Clock distribution:
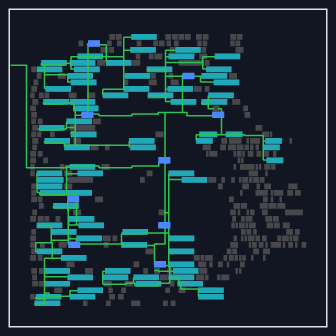
M3 wires:
Cells faint in the background.
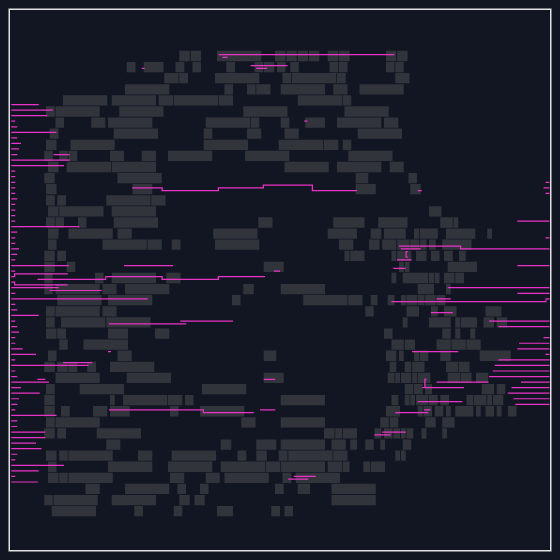
Routing congestion:
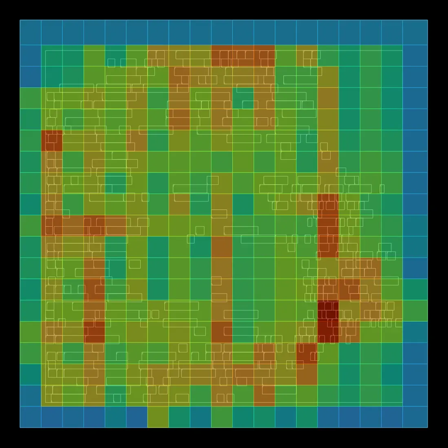
Gate-type map:
Bar = 50 um.
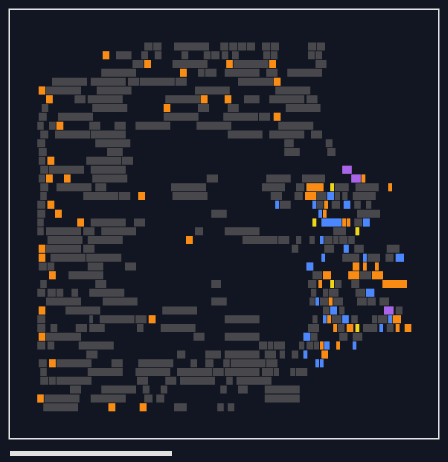
Sizing map:
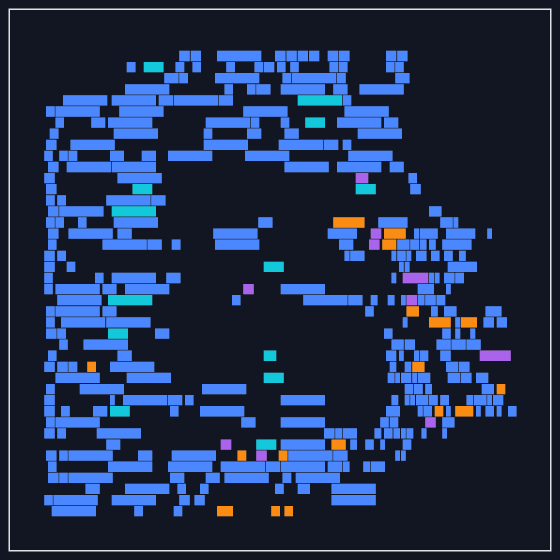
--- src/rtl/wb_pkg.sv ---
// Shared writeback definitions: opcode/ALU-op encodings, special registers, rstatus codes,
// write-port and multdiv-entry structs.
package wb_pkg;

  localparam logic [4:0] OP_RTYPE = 5'b00000;
  localparam logic [4:0] OP_JAL   = 5'b00011;
  localparam logic [4:0] OP_ADDI  = 5'b00101;
  localparam logic [4:0] OP_SW    = 5'b00111;
  localparam logic [4:0] OP_LW    = 5'b01000;
  localparam logic [4:0] OP_SETX  = 5'b10101;

  localparam logic [4:0] ALU_ADD  = 5'b00000;
  localparam logic [4:0] ALU_SUB  = 5'b00001;
  localparam logic [4:0] ALU_MUL  = 5'b00110;
  localparam logic [4:0] ALU_DIV  = 5'b00111;

  localparam logic [4:0] REG_RSTATUS = 5'd30;
  localparam logic [4:0] REG_RA      = 5'd31;

  localparam logic [31:0] RS_ADD_OVF  = 32'd1;
  localparam logic [31:0] RS_ADDI_OVF = 32'd2;
  localparam logic [31:0] RS_SUB_OVF  = 32'd3;
  localparam logic [31:0] RS_MUL_EXC  = 32'd4;
  localparam logic [31:0] RS_DIV_EXC  = 32'd5;

  typedef struct packed {
    logic [4:0]  rd;
    logic [31:0] data;
  } md_entry_t;

  typedef struct packed {
    logic        we;
    logic [4:0]  rd;
    logic [31:0] data;
  } wb_write_t;

  localparam int MD_ENTRY_W = $bits(md_entry_t);

  // A faulting multdiv op reports through rstatus instead of its destination.
  function automatic md_entry_t make_md_entry(input logic exc, input logic is_div,
                                              input logic [4:0] rd, input logic [31:0] result);
    md_entry_t e;
    if (exc) begin
      e.rd   = REG_RSTATUS;
      e.data = is_div ? RS_DIV_EXC : RS_MUL_EXC;
    end else begin
      e.rd   = rd;
      e.data = result;
    end
    return e;
  endfunction

endpackage

--- src/rtl/wb_md_fifo.sv ---
// Generic synchronous FIFO, head visible combinationally; push and pop may share a cycle.
// Latency: one cycle push-to-head (no bypass); a push while full is accepted only with a pop.
module wb_md_fifo #(
  parameter int WIDTH = 37,
  parameter int DEPTH = 2,
  localparam int PW = (DEPTH > 1) ? $clog2(DEPTH) : 1,
  localparam int CW = $clog2(DEPTH + 1)
) (
  input  logic             clock,
  input  logic             reset,
  input  logic             push,
  input  logic [WIDTH-1:0] push_dat,
  input  logic             pop,
  output logic [WIDTH-1:0] pop_dat,
  output logic             full,
  output logic             empty,
  output logic [CW-1:0]    count
);

  logic [WIDTH-1:0] r_mem [DEPTH];
  logic [PW-1:0]    r_wr_ptr;
  logic [PW-1:0]    r_rd_ptr;
  logic [CW-1:0]    r_count;
  logic             w_push;
  logic             w_pop;

  function automatic logic [PW-1:0] ptr_inc(input logic [PW-1:0] p);
    return (p == PW'(DEPTH - 1)) ? '0 : p + 1'b1;
  endfunction

  assign full    = (r_count == CW'(DEPTH));
  assign empty   = (r_count == '0);
  assign count   = r_count;
  assign pop_dat = r_mem[r_rd_ptr];
  assign w_pop   = pop && !empty;
  assign w_push  = push && (!full || w_pop);

  always_ff @(posedge clock) begin
    if (reset) begin
      r_wr_ptr <= '0;
      r_rd_ptr <= '0;
      r_count  <= '0;
    end else begin
      if (w_push) r_wr_ptr <= ptr_inc(r_wr_ptr);
      if (w_pop)  r_rd_ptr <= ptr_inc(r_rd_ptr);
      case ({w_push, w_pop})
        2'b10:   r_count <= r_count + 1'b1;
        2'b01:   r_count <= r_count - 1'b1;
        default: r_count <= r_count;
      endcase
    end
  end

  always_ff @(posedge clock) begin
    if (w_push) r_mem[r_wr_ptr] <= push_dat;
  end

endmodule

--- src/rtl/wb_arbiter.sv ---
// Writeback arbiter: pipeline vs buffered multdiv results onto one regfile port, zero-cycle write path.
// Backpressure: md_ack drops when the FIFO is full and not draining; wb_stall freezes upstream (WB_FWD_EN adds fwd_*).
module wb_arbiter
  import wb_pkg::*;
#(
  parameter int MD_DEPTH = 2
) (
  input  logic        clock,
  input  logic        reset,
  input  logic [31:0] mw_o,
  input  logic [31:0] mw_d,
  input  logic [31:0] mw_ir,
  input  logic        mw_ovfl,
  input  logic        mw_valid,
  input  logic        md_ready,
  input  logic [31:0] md_result,
  input  logic [4:0]  md_rd,
  input  logic        md_exc,
  input  logic        md_is_div,
  output logic        md_ack,
  output logic        ctrl_writeEnable,
  output logic [4:0]  ctrl_writeReg,
  output logic [31:0] data_writeReg,
  output logic        wb_stall
`ifdef WB_FWD_EN
  ,
  output logic        fwd_valid,
  output logic [4:0]  fwd_reg,
  output logic [31:0] fwd_data
`endif
);

  localparam int CW = $clog2(MD_DEPTH + 1);

  logic [4:0]  w_opcode;
  logic [4:0]  w_rd;
  logic [4:0]  w_aluop;
  wb_write_t   w_pipe;
  wb_write_t   w_out;
  md_entry_t   w_head;
  md_entry_t   w_push_entry;
  logic [MD_ENTRY_W-1:0] w_head_raw;
  logic        w_full;
  logic        w_empty;
  logic [CW-1:0] w_count;
  logic        w_pop;
  logic        w_push;
  logic        w_pipe_wr;
  logic        r_stall;
  logic        w_unused;

  assign w_opcode = mw_ir[31:27];
  assign w_rd     = mw_ir[26:22];
  assign w_aluop  = mw_ir[6:2];
  assign w_unused = ^{mw_ir[21:7], mw_ir[1:0]};

  always_comb begin
    w_pipe = '0;
    if (mw_valid) begin
      case (w_opcode)
        OP_RTYPE: begin
          case (w_aluop)
            ALU_ADD: w_pipe = mw_ovfl ? {1'b1, REG_RSTATUS, RS_ADD_OVF} : {1'b1, w_rd, mw_o};
            ALU_SUB: w_pipe = mw_ovfl ? {1'b1, REG_RSTATUS, RS_SUB_OVF} : {1'b1, w_rd, mw_o};
            ALU_MUL, ALU_DIV: w_pipe = '0;
            default: w_pipe = {1'b1, w_rd, mw_o};
          endcase
        end
        OP_ADDI: w_pipe = mw_ovfl ? {1'b1, REG_RSTATUS, RS_ADDI_OVF} : {1'b1, w_rd, mw_o};
        OP_LW:   w_pipe = {1'b1, w_rd, mw_d};
        OP_JAL:  w_pipe = {1'b1, REG_RA, mw_o};
        OP_SETX: w_pipe = {1'b1, REG_RSTATUS, mw_o};
        OP_SW:   w_pipe = '0;
        default: w_pipe = '0;
      endcase
    end
    // An r0 target is not a write, so it must not block the FIFO from draining.
    if (w_pipe.rd == 5'd0) w_pipe.we = 1'b0;
  end

  // While stalled the FIFO head outranks the (frozen, already written) pipeline instruction.
  assign w_pop     = !reset && !w_empty && (r_stall || !w_pipe.we);
  assign w_pipe_wr = !reset && w_pipe.we && !(r_stall && !w_empty);
  assign md_ack    = !reset && (!w_full || w_pop);
  assign w_push    = md_ready && md_ack;
  assign w_push_entry = make_md_entry(md_exc, md_is_div, md_rd, md_result);
  assign w_head    = md_entry_t'(w_head_raw);

  wb_md_fifo #(
    .WIDTH (MD_ENTRY_W),
    .DEPTH (MD_DEPTH)
  ) u_md_fifo (
    .clock    (clock),
    .reset    (reset),
    .push     (w_push),
    .push_dat (w_push_entry),
    .pop      (w_pop),
    .pop_dat  (w_head_raw),
    .full     (w_full),
    .empty    (w_empty),
    .count    (w_count)
  );

  always_comb begin
    w_out = '0;
    if (w_pop)          w_out = {1'b1, w_head.rd, w_head.data};
    else if (w_pipe_wr) w_out = w_pipe;
  end

  assign ctrl_writeEnable = w_out.we && (w_out.rd != 5'd0);
  assign ctrl_writeReg    = w_out.rd;
  assign data_writeReg    = w_out.data;
  assign wb_stall         = r_stall;

  always_ff @(posedge clock) begin
    if (reset)
      r_stall <= 1'b0;
    else if (w_pop)
      r_stall <= 1'b0;
    else if ((w_count == CW'(MD_DEPTH)) && w_pipe.we)
      r_stall <= 1'b1;
  end

`ifdef WB_FWD_EN
  always_ff @(posedge clock) begin
    if (reset) begin
      fwd_valid <= 1'b0;
      fwd_reg   <= '0;
      fwd_data  <= '0;
    end else begin
      fwd_valid <= ctrl_writeEnable;
      fwd_reg   <= ctrl_writeReg;
      fwd_data  <= data_writeReg;
    end
  end
`endif

endmodule

--- config.mk ---
export PLATFORM = sky130hd
export DESIGN_NAME = wb_arbiter
export DESIGN_NICKNAME = d
export VERILOG_FILES = /design/src/rtl/wb_pkg.sv /design/src/rtl/wb_md_fifo.sv /design/src/rtl/wb_arbiter.sv
export SDC_FILE = /design/constraint.sdc
export NUM_CORES = 1
export LEC_CHECK = 0
export ABC_AREA = 0
export CORE_MARGIN = 8
export CORE_UTILIZATION = 32
export CTS_BUF_LIST = sky130_fd_sc_hd__clkbuf_2 sky130_fd_sc_hd__clkbuf_4 sky130_fd_sc_hd__clkbuf_8
export DETAILED_ROUTE_END_ITERATION = 12
export DONT_BUFFER_PORTS = 1
export PLACE_DENSITY = 0.56
export SLEW_MARGIN = 5
export SYNTH_ARGS = -nofsm -noshare
export SYNTH_HDL_FRONTEND = slang
export SYNTH_SLANG_ARGS = --single-unit
--- constraint.sdc ---
create_clock -name clock -period 10.3 [get_ports clock]
set_input_delay 2.06 -clock clock [delete_from_list [all_inputs] [get_ports clock]]
set_output_delay 2.06 -clock clock [all_outputs]
set_load 0.02 [all_outputs]
==> ci_impl_report.md <==
### Yosys + OpenROAD results

| Metric | Value |
|---|---|
| Register area | 2340 um2 |
| Tightest Hold Check Type | flop to flop |
| FILL cells | 1341 |
| Die area | 17500 um2 |
| Total CTS buffers | 9 |
| Router iterations before antenna repair | 6 |
| Count of final setup violators | 0 |
| Seq/Total Area, Yosys | 54.1% |
| Worst setup EP type | output pin |
| Largest class | flip-flops and latches |
| R2R Path End | u_md_fifo.count[1]$_SDFFE_PP0P_ |
| Site row count | roughly 42 |
| Total chip power | about 890 uW |
| Slowest stage delay, CP | 0.64 ns |
| Status | complete, no violations |
| Dominant Register Cell | edfxtp_1 |
| Top cells by area | edfxtp_1 51%, mux2i_1 9.0%, a22oi_1 5.2% |
| # Taps | ~180 |
| Switching pwr | 271 uW |
| Combinational share of power | 22.8% |
| Leak pwr | 1.40 nW |
| Non-CTS inverters | 5 |
| Post-CTS setup buffer count | 0 |
| GRT overflow | 0 |
| Tool warning count | 43 |
| Post-CTS sizing | 0 |
| Mapped cell area | 4330 um2 |
| Clk sinks | 80 |
| Maximum root-to-sink buffer count | 2 |
| Hold-fix buffers at CTS | 0 |
| Max-cap violations | 0 |
| Top Layout Cells | 74 x edfxtp_1, 39 x mux2i_1, 34 x o22ai_1 |
| Met2 usage | 20.4% |
| R2R depth | 8 |
| Hold Crit Start | u_md_fifo.r_rd_ptr$_SDFFE_PP0P_ |
| Ys cells | between 300 and 400 |
| Rel. slew slack | 43.4% |
| Mapped Avg Cell Area | 11.8 um2 |
| CP max-delay cell | o22ai_1 |
| Synth cell types | just over 60 |
| Placement Cell Area | 4460 um2 |
| Yosys top cell by instances | edfxtp_1 |
| Met2 wire len | around 5.4 mm |
| DIE WIDTH | approximately 130 um |
| Worst path bufs/invs | 0 |
| DP Worst Slack | 3.85 ns |
| Worst flop-to-flop path startpoint | wb_stall$_SDFFE_PP0P_ |
| Cell type with the largest total area | edfxtp_1 |
| Drt initial violations | ~220 |
| WHS | 0.469 ns |
| WHS Path Cells | 1 |
| Mapped Cells | 366 |
| Routed wl met3 | 963 um |
-- 'clock distribution' (at the start) --
[cyan] flip-flops | count: 80
[blue] clock-net drivers | count: 9
[green] clock wires | length: 1050 um
routed clock nets	10

-- 'M3 wires' (at the start) --
nets with wire on the layer	108
share of all routed wire	8.3%
vias: 3072
GRT met3 Usage: 5.03%
final wirelength: 11.7 mm

-- 'routing congestion' (at the start) --
global route hottest layer: met2
Global Route Usage Sum: 13.0%
met1 usage: 15.4%

-- 'gate-type map' (at the start) --
color	family	cells	most used
orange	nor cells	57	nor2b_1
yellow	inv cells	5	inv_1
purple	xor and xnor cells	3	xor2_1
blue	nand cells	26	nand2_1
most frequent logic cell in the layout: edfxtp_1
Finished Layout Cells: 538
fraction of area in multi-input gates: 39.0%

-- 'sizing map' (at the start) --
color	size	cells	share	most used
orange	x2	17	4.7%	or2_2
cyan	x6 and larger	13	3.6%	clkbuf_8
purple	x3 and x4	10	2.8%	buf_4
blue	x1 and smaller	322	89%	edfxtp_1
post-route setup slack: 3.82 ns
Area Overhead vs Synth: 8.73%
Non-clk bufs: 6
Final Cell Area: 4710 um2

logic make-up after synthesis:
logic type / count (synthesis) / share of synthesized area (%)
flip-flops: 80 / 54.1
multiplexers: 40 / 9.28
adder cells (fa/ha/maj): 1 / 0.289
XOR/XNOR: 3 / 0.607
AND/OR/NAND/NOR: 102 / 14.2
buffers and inverters: 31 / 3.79
AND-OR/OR-AND: 109 / 17.7
state kept, by name (all words and copies together) (netlist names), named ones only:
register,flops
wb_stall,1
u_md_fifo.r_rd_ptr,1
u_md_fifo.r_wr_ptr,1
u_md_fifo.r_mem,74
u_md_fifo.count,2
power groups by stage:
stage               logic, mW  clock network (mW)  registers, mW
floorplan               0.191                   0          0.396
global placement        0.203                   0          0.414
detailed placement      0.206                   0          0.415
CTS                     0.207               0.287          0.408
global route            0.220               0.302          0.411
finish                  0.203               0.280          0.406
No activity file was given, so power comes from the tool's default toggle rates.
